Run 1, sequential cells grouped by signal name:
Scale: 12 px per um.
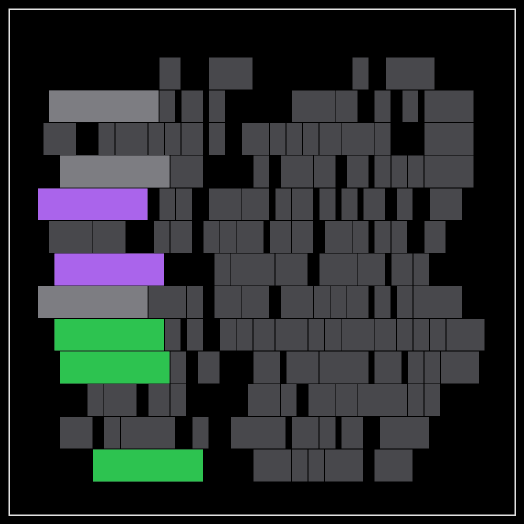
Run 1, M1 wires:
Scale: 12 px per um. Supply wires on this layer in grey.
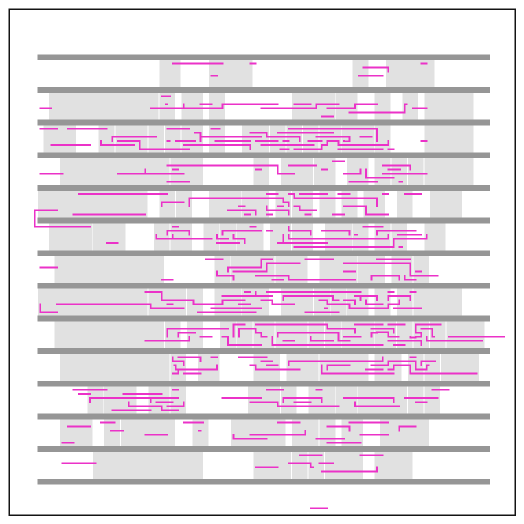
Run 1, wiring by layer:
Scale: 12 px per um. Two of the layers only.
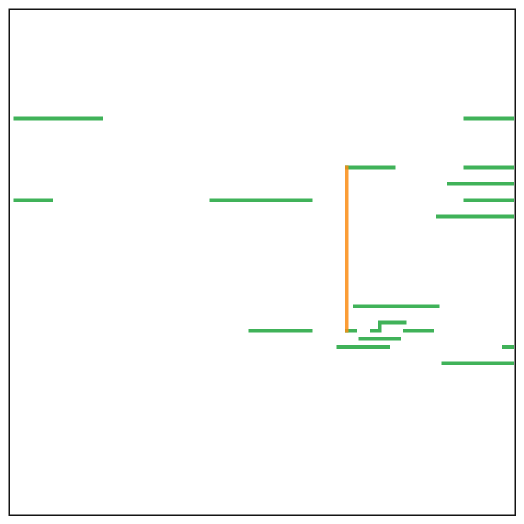
Run 1, metal 3:
Scale: 10 px per um.
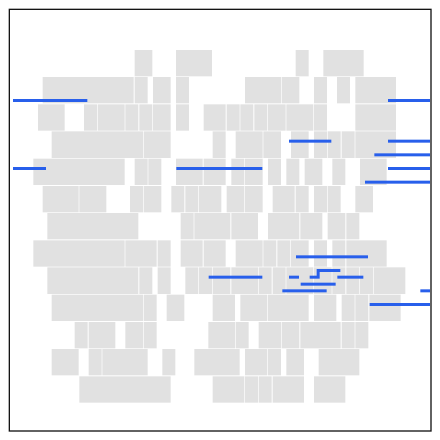
--- src/rtl/ctrl_pkg.sv ---
`default_nettype none
// ============================================================================
// Module      : ctrl_pkg
// Description : Shared definitions for the picoMIPS control unit.
//               Defines the controller state enum, the instruction opcodes
//               and the ALU function codes.
// Revision    : 1.0 - initial clocked control unit
// ============================================================================
package ctrl_pkg;

  // Controller states
  typedef enum logic [1:0] {
    EXEC    = 2'd0,
    MULWAIT = 2'd1,
    HALT    = 2'd2
  } state_t;

  // Instruction opcodes
  localparam logic [5:0] c_OP_LIR   = 6'h01;
  localparam logic [5:0] c_OP_LSR   = 6'h02;
  localparam logic [5:0] c_OP_ADD   = 6'h03;
  localparam logic [5:0] c_OP_ADDI  = 6'h04;
  localparam logic [5:0] c_OP_MUL   = 6'h05;
  localparam logic [5:0] c_OP_MULI  = 6'h06;
  localparam logic [5:0] c_OP_WAIT0 = 6'h07;
  localparam logic [5:0] c_OP_WAIT1 = 6'h08;

  // ALU function codes
  localparam logic [1:0] c_RA   = 2'd0;
  localparam logic [1:0] c_RB   = 2'd1;
  localparam logic [1:0] c_RADD = 2'd2;
  localparam logic [1:0] c_RMUL = 2'd3;

endpackage
`default_nettype wire

--- src/rtl/sw_debounce.sv ---
`default_nettype none
// ============================================================================
// Module      : sw_debounce
// Description : Two-flop synchroniser followed by a level debouncer for a
//               raw mechanical switch.
// Ports       : clk       - system clock, rising edge
//               reset     - asynchronous active-high reset
//               sw_i      - raw asynchronous switch input
//               sw_stable - debounced, synchronised switch level (reset 0)
// Revision    : 1.0 - initial version
// ============================================================================
module sw_debounce #(
  parameter int DEB_CYCLES = 4
) (
  input  logic clk,
  input  logic reset,
  input  logic sw_i,
  output logic sw_stable
);

  localparam int CW = $clog2(DEB_CYCLES + 1);

  logic [1:0]    sync_q;
  logic [CW-1:0] cnt_q;
  logic          stable_q;
  logic          w_sync;

  assign w_sync    = sync_q[1];
  assign sw_stable = stable_q;

  always_ff @(posedge clk or posedge reset) begin
    if (reset) begin
      sync_q   <= 2'b00;
      cnt_q    <= '0;
      stable_q <= 1'b0;
    end else begin
      sync_q <= {sync_q[0], sw_i};
      if (w_sync == stable_q) begin
        cnt_q <= '0;
      end else if (cnt_q == CW'(DEB_CYCLES - 1)) begin
        // This edge is the DEB_CYCLES-th consecutive differing sample.
        stable_q <= w_sync;
        cnt_q    <= '0;
      end else begin
        cnt_q <= cnt_q + 1'b1;
      end
    end
  end

endmodule
`default_nettype wire

--- src/rtl/ctrl_fsm.sv ---
`default_nettype none
// ============================================================================
// Module      : ctrl_fsm
// Description : Clocked picoMIPS control unit. Decodes the opcode into
//               datapath controls, waits on SW8 for WAIT0/WAIT1, optionally
//               handshakes with a multi-cycle multiplier and halts stickily
//               on an undefined opcode.
// Ports       : clk         - system clock, rising edge
//               reset       - asynchronous active-high reset
//               opcode      - current instruction opcode
//               SW8         - raw switch input
//               mul_done    - multiplier result valid (MULWAIT only)
//               PCincr      - PC advance enable
//               ALUfunc     - ALU operation select
//               imm         - B operand is the immediate
//               immswitches - immediate comes from the switches
//               reg_we      - register file write enable
//               mul_start   - one-cycle multiplier start pulse
//               illegal     - sticky illegal-opcode flag
// Revision    : 1.0 - initial clocked control unit
// ============================================================================
module ctrl_fsm
  import ctrl_pkg::*;
#(
  parameter int O_SIZE     = 6,
  parameter int A_SIZE     = 2,
  parameter int DEB_CYCLES = 4,
  parameter int MUL_MC     = 1
) (
  input  logic              clk,
  input  logic              reset,
  input  logic [O_SIZE-1:0] opcode,
  input  logic              SW8,
  input  logic              mul_done,
  output logic              PCincr,
  output logic [A_SIZE-1:0] ALUfunc,
  output logic              imm,
  output logic              immswitches,
  output logic              reg_we,
  output logic              mul_start,
  output logic              illegal
);

  state_t state_q;
  state_t state_d;
  logic   w_sw_stable;
  logic   w_is_mul;
  logic   w_is_muli;

  sw_debounce #(
    .DEB_CYCLES(DEB_CYCLES)
  ) u_sw_debounce (
    .clk      (clk),
    .reset    (reset),
    .sw_i     (SW8),
    .sw_stable(w_sw_stable)
  );

  assign w_is_muli = (opcode == O_SIZE'(c_OP_MULI));
  assign w_is_mul  = (opcode == O_SIZE'(c_OP_MUL)) || w_is_muli;

  // HALT is only reachable through an illegal opcode and is left only by
  // reset, so the sticky flag is simply the state itself.
  assign illegal = (state_q == HALT);

  always_ff @(posedge clk or posedge reset) begin
    if (reset) begin
      state_q <= EXEC;
    end else begin
      state_q <= state_d;
    end
  end

  always_comb begin
    state_d     = state_q;
    PCincr      = 1'b0;
    ALUfunc     = A_SIZE'(c_RA);
    imm         = 1'b0;
    immswitches = 1'b0;
    reg_we      = 1'b0;
    mul_start   = 1'b0;
    // While reset is high every output stays at its default.
    if (!reset) begin
      case (state_q)
        EXEC: begin
          if (opcode == O_SIZE'(c_OP_LIR)) begin
            ALUfunc = A_SIZE'(c_RB);
            imm     = 1'b1;
            reg_we  = 1'b1;
            PCincr  = 1'b1;
          end else if (opcode == O_SIZE'(c_OP_LSR)) begin
            ALUfunc     = A_SIZE'(c_RB);
            imm         = 1'b1;
            immswitches = 1'b1;
            reg_we      = w_sw_stable;
            PCincr      = w_sw_stable;
          end else if (opcode == O_SIZE'(c_OP_ADD)) begin
            ALUfunc = A_SIZE'(c_RADD);
            reg_we  = 1'b1;
            PCincr  = 1'b1;
          end else if (opcode == O_SIZE'(c_OP_ADDI)) begin
            ALUfunc = A_SIZE'(c_RADD);
            imm     = 1'b1;
            reg_we  = 1'b1;
            PCincr  = 1'b1;
          end else if (opcode == O_SIZE'(c_OP_WAIT0)) begin
            PCincr = ~w_sw_stable;
          end else if (opcode == O_SIZE'(c_OP_WAIT1)) begin
            PCincr = w_sw_stable;
          end else if (w_is_mul) begin
            ALUfunc = A_SIZE'(c_RMUL);
            imm     = w_is_muli;
            if (MUL_MC != 0) begin
              // Write-back and PC advance wait for mul_done in MULWAIT.
              mul_start = 1'b1;
              state_d   = MULWAIT;
            end else begin
              reg_we = 1'b1;
              PCincr = 1'b1;
            end
          end else begin
            state_d = HALT;
          end
        end
        MULWAIT: begin
          ALUfunc = A_SIZE'(c_RMUL);
          imm     = w_is_muli;
          if (mul_done) begin
            reg_we  = 1'b1;
            PCincr  = 1'b1;
            state_d = EXEC;
          end
        end
        HALT: begin
          state_d = HALT;
        end
        default: begin
          state_d = EXEC;
        end
      endcase
    end
  end

endmodule
`default_nettype wire

--- config.mk ---
export PLATFORM = sky130hd
export DESIGN_NAME = ctrl_fsm
export DESIGN_NICKNAME = d
export VERILOG_FILES = /design/src/rtl/ctrl_pkg.sv /design/src/rtl/sw_debounce.sv /design/src/rtl/ctrl_fsm.sv
export SDC_FILE = /design/constraint.sdc
export NUM_CORES = 1
export LEC_CHECK = 0
export ABC_AREA = 1
export CAP_MARGIN = 30
export CORE_MARGIN = 2
export CORE_UTILIZATION = 45
export DETAILED_ROUTE_END_ITERATION = 8
export PLACE_DENSITY = 0.76
export SKIP_LAST_GASP = 1
export SYNTH_ARGS = -nofsm -noshare
export SYNTH_HDL_FRONTEND = slang
export SYNTH_SLANG_ARGS = --single-unit
export TNS_END_PERCENT = 30
--- constraint.sdc ---
create_clock -name clk -period 2.2 [get_ports clk]
set_input_delay 0.44 -clock clk [delete_from_list [all_inputs] [get_ports clk]]
set_output_delay 0.44 -clock clk [all_outputs]
set_load 0.02 [all_outputs]
==> results.ini, run 1 <==
[final_timing]
post-route-period-util_pct = 94.9
worstMarginPinSlew_ns = 0.259
rsz0062_at_grt = false
fmax_ghz = 0.479
setup-violations-final = 0
skew_ns = 0.000277
timing.slew.headroom_pct = 82.6
hold_slack_ns = 0.356
finalWorstSetupSlack_ns = 0.113
post-route-min-period_ns = 2.09
finalHoldViolCount = 0

[drt]
wl_mm = 1.49
dr.pass1.iters = 4
vias = 751
antenna_left = 0
dr.first_iter.drc_count = 29
drc = 0
viasPerCell = 5.01
wl_per_cell_um = 9.95

[setup_path]
reg2reg_from = state_q[0]
critPathSlowestCell = clkdlybuf4s50_1
crit_arrival_ns = 1.65
cp.depth = 7
cp-endpoint = PCincr
crit_family = buffers and inverters
r2r_cells = 8
r2r-end = state_q[0]
critPathKind = in -> out
critical_path.max_fanout = 4
crit_top_cell = nand2_1
max_stage_delay_ns = 0.43
crit_required_ns = 1.76
r2r_slack_ns = 0.98
crit_path_end_kind = output pin
worstPathCellList = clkdlybuf4s50_1, nor2_1, nand2_1, inv_1, nand2_1, nand2_1, clkdlybuf4s15_2
crit_buf_inv = 3
start_kind = primary input

[logic_synthesis]
yosysTopAreaCell = dfrtp_1
ys_cells = 104
syn_avg_cell_area_um2 = 6.26
top_logic_kind = simple AND/OR/NAND/NOR gates
synthCells = 104
syn_nets = 115
synthDominantCellAreaShare_pct = 30.8
fa_ha_area_share_pct = 1.92
top_cells_by_count = nand2_1, inv_1, nor2_1, nand3_1, dfrtp_1
ys_sh_simple_pct = 47.7
yosysMostFrequentCell = nand2_1
ys_seq_share_pct = 30.8
ys.flop_type = dfrtp_1
syn_area_um2 = 651
yosys_warnings = 0
synth_flop_count = 8
ys_sh_xor_pct = 1.35
mux_share_pct = 0
ys_async_sr_fraction_pct = 100
synthDistinctLibCells = 18
synth_chip_area_um2 = 651

[global_route]
antenna_found_initial = 0
grt.overflow.total = 0
grt_pass1_wl_mm = 2.77
grt_pass1_vias = 758
grt.total_usage_pct = 19.9
grt_max_degree = 10

[cts]
h-tree-depth = 1
numCtsBuffers = 3
cts_buffer_depth = 2
cts_resized = 33
cts_root_buffer = clkbuf_4
post_cts_buffers = 0
clk_pin_slew_ns = 0.05
insertion_delay_ns = 0.24
tritoncts = built

[pwr]
power.total_uw = 452
vdd_ir_drop_max_v = 0.000450
p_leak_uw = 0.000545

[finish]
final_cell_mix = nand2_1, inv_1, buf_4
fin_util_pct = 71.0
syn_to_final_growth_pct = 45.6
diodes = 0
drive_gt1_share_pct = 25.9
layout.nets = 148
final_cell_count_no_fill = 150
design_area_um2 = 947
final_common_cell = nand2_1
fillers = 114

[die]
die_x_um = 42.0
initial_core_util_pct = 48.8
core.rowCount = 13
dieArea_mm2 = 0.00177
die_h_um = 42.0
coreArea_mm2 = 0.00133

[worst_hold_path]
hold_start = u_sw_debounce.sync_q[0]
holdPathStages = 0
hp-class = reg -> reg
min_to = u_sw_debounce.sync_q[1]

[placed_design]
dp_cells = 147
portBuffers = 17
place_ws_ns = -0.505
place.gp.congestion = 0.929
post_dp_cell_area_um2 = 922

[outcome]
status = finished, final reports clean

[job]
cap_viol_max_count = 0
warnings = 27

-- 'sequential cells grouped by signal name' (at the start) --
- u_sw_debounce.cnt_q: green (sequential cells 3)
- u_sw_debounce.sync_q: purple (sequential cells 2)
- not coloured: 3

-- 'M1 wires' (at the start) --
- longest straight run: 9.20 um
- share of all routed wire: 44%
- nets with wire on the layer: 132

-- 'wiring by layer' (at the start) --
- M4: orange (wire length 13.6 um)
- M3: green (wire length 77.7 um)

-- 'metal 3' (at the start) --
- wire length on this layer: 77.7 um
- nets with wire on the layer: 17
- share of all routed wire: 5.2%
- longest straight run: 8.30 um
- main direction: horizontal

[run 1: power by group]
group	switching, uW	total (uW)	internal, uW
clock	40.5	102	61.8
sequential	17.9	194	176
combinational	89.0	156	66.7
total	147	452	304
[run 1: layer usage]
metal	GRT usage, %	routed length (um)
met1	24.4	654
met5	0	0
met3	3.02	77
met2	32.8	746
met4	11.9	13
[run 1: state kept, by name, summed over array words and instances (netlist names)]
name                     cells
u_sw_debounce.cnt_q          3
state_q                      2
u_sw_debounce.sync_q         2
u_sw_debounce.sw_stable      1
[run 1: layout make-up]
type | instances | area, um2 | share of cell area, %
flip-flops and latches | 8 | 200 | 21.1
well taps | 15 | 18.8 | 1.98
repair buffers | 28 | 241 | 25.5
inverters | 21 | 78.8 | 8.32
multi-input cells | 75 | 385 | 40.7
clock buffers | 3 | 22.5 | 2.38
Run 1, congestion heat map:
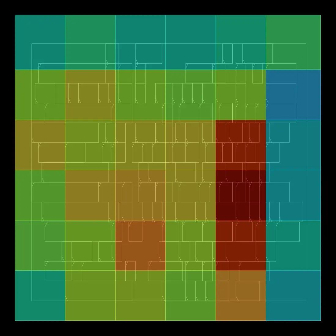

==> run 1 -> run 2 <==
Settings changed: CORE_UTILIZATION 45 to 49, CTS_CLUSTER_SIZE from default to 16, PLACE_DENSITY 0.76 to 0.81.
Clock period 2.2 ns to 2.5 ns, I/O delays scaled along.
Run 2, congestion heat map:
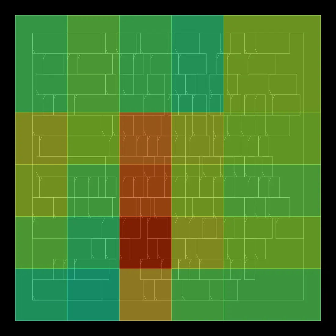
final core occ: 74.1%
met3 Usage GRT: 3.33%

==> results.ini, run 2 <==
[outcome]
status = finished, violations left
violations = setup timing

[cts]
numCtsBuffers = 3
h-tree-depth = 1
post_cts_buffers = 0
clk_pin_slew_ns = 0.05
cts_resized = 4
insertion_delay_ns = 0.24
tritoncts = built
cts_buffer_depth = 2
cts_root_buffer = clkbuf_4

[final_timing]
timing.slew.headroom_pct = 79.2
skew_ns = 0.000238
setup-violations-final = 4
post-route-period-util_pct = 108
fmax_ghz = 0.370
rsz0062_at_grt = true
finalHoldViolCount = 0
finalWorstSetupSlack_ns = -0.204
post-route-min-period_ns = 2.70
fin_tns_setup_ns = -0.318
worstMarginPinSlew_ns = 0.312
hold_slack_ns = 0.363

[finish]
diodes = 0
design_area_um2 = 940
logic_area_um2 = 372
top_register = u_sw_debounce.cnt_q
largestRegisters = u_sw_debounce.cnt_q x3, state_q x2, u_sw_debounce.sync_q x2
area.sequential_um2 = 200
final_cell_count_no_fill = 149
fillers = 103
syn_to_final_growth_pct = 44.4
drive_gt1_share_pct = 17.2
final_common_cell = nand2_1
final_cell_mix = nand2_1, inv_1, nor2_1
largest_register_ffs = 3
layout.nets = 147

[setup_path]
r2r_cells = 7
critPathKind = in -> out
crit_family = buffers and inverters
reg2reg_from = state_q[0]
critical_path.max_fanout = 4
r2r_slack_ns = 1.26
crit_required_ns = 2.00
start_kind = primary input
crit_buf_inv = 6
r2r-end = state_q[0]
crit_top_cell = nand2_1
cp-endpoint = ALUfunc[0]
crit_path_end_kind = output pin
critPathSlowestCell = clkdlybuf4s50_1
crit_arrival_ns = 2.20
critPathLaunch = opcode[1]
max_stage_delay_ns = 0.53
worstPathCellList = clkdlybuf4s50_1, buf_4, inv_1, nand2_1, nand2_1, nand2_1, inv_2, o21ai_0, inv_1, clkdlybuf4s50_1
cp.depth = 10

[drt]
dr.pass1.iters = 2
drc = 0
viasPerCell = 4.83
route.met3.wl_um = 33
antenna_left = 0
wl_mm = 1.46
wl_met1_um = 670
dr.first_iter.drc_count = 7
vias = 719
wl_per_cell_um = 9.81
top_layer_used = met4
wl_met2_um = 726

[global_route]
grt_busiest_layer = met2
grt.total_usage_pct = 22.1
grt.overflow.total = 0
grt_max_degree = 10
antenna_found_initial = 0
grt_pass1_wl_mm = 2.38
met2_usage_pct = 38.5
grt_util_met1_pct = 25.3
grt_pass1_vias = 656

[logic_synthesis]
yosysTopAreaCell = dfrtp_1
ys_cells = 104
syn_avg_cell_area_um2 = 6.26
mux_share_pct = 0
ys_sh_aoi_pct = 6.15
ys_sh_xor_pct = 1.35
yosysMostFrequentCell = nand2_1
yosys_warnings = 0
synth_flop_count = 8
synthDistinctLibCells = 18
top_cells_by_count = nand2_1, inv_1, nor2_1, nand3_1, dfrtp_1
ys_sh_simple_pct = 47.7
syn_nets = 115
syn_area_um2 = 651
top_logic_kind = simple AND/OR/NAND/NOR gates
synth_chip_area_um2 = 651
synthCells = 104
ys_async_sr_fraction_pct = 100
fa_ha_area_share_pct = 1.92
ys_seq_share_pct = 30.8
synthDominantCellAreaShare_pct = 30.8
ys.flop_type = dfrtp_1

[die]
die_x_um = 40.4
die_h_um = 40.4
dieArea_mm2 = 0.00164
core.rowCount = 13
initial_core_util_pct = 51.3
coreArea_mm2 = 0.00127

[placed_design]
place.gp.congestion = 0.760
portBuffers = 17
post_dp_cell_area_um2 = 915
post-dp-hpwl_mm = 1.23
place_ws_ns = -0.310
dp_cells = 146

[pwr]
p_leak_uw = 0.000563
vdd_ir_drop_max_v = 0.000453
power.total_uw = 394
power_density_mw_per_mm2 = 419

[job]
cap_viol_max_count = 0
warnings = 28

[worst_hold_path]
min_to = u_sw_debounce.sync_q[1]
holdPathStages = 0
hp-class = reg -> reg
hold_start = u_sw_debounce.sync_q[0]

Run 2, wiring by layer:
Scale: 12 px per um. Two of the layers only.
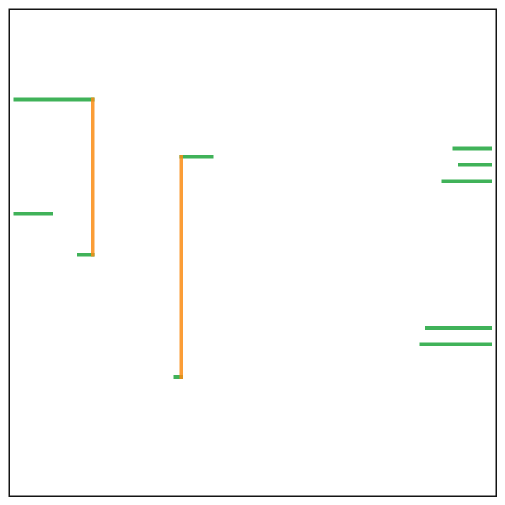
- M4: orange (wire length 31.3 um)
- M3: green (wire length 33.8 um)

run 2: netlist changes by cell type in the layout (fill, tap and decap cells not counted), moves of 2 or more:
cell             before  now
nor2_1               11   13
dlygate4sd2_1         5    2
buf_4                12   10
clkdlybuf4s15_2       4    0
buf_2                 2    0
clkdlybuf4s50_1       4   12
run 2: layout make-up:
type	instances	share of cell area [%]
clock buffer	3	2.40
multi-input combinational	75	39.5
sequential	8	21.3
inverter	21	8.39
tap	15	2.00
timing repair buffer	27	26.4
run 2: power by group:
| group | switching [uW] | leakage (uW) | internal [uW] |
|---|---|---|---|
| logic | 74.5 | 0.000451 | 60.3 |
| clock network | 35.7 | 0.0000138 | 54.4 |
| registers | 14.8 | 0.0000990 | 154 |
| total | 125 | 0.000563 | 269 |
Power and IR drop assume default switching activity.
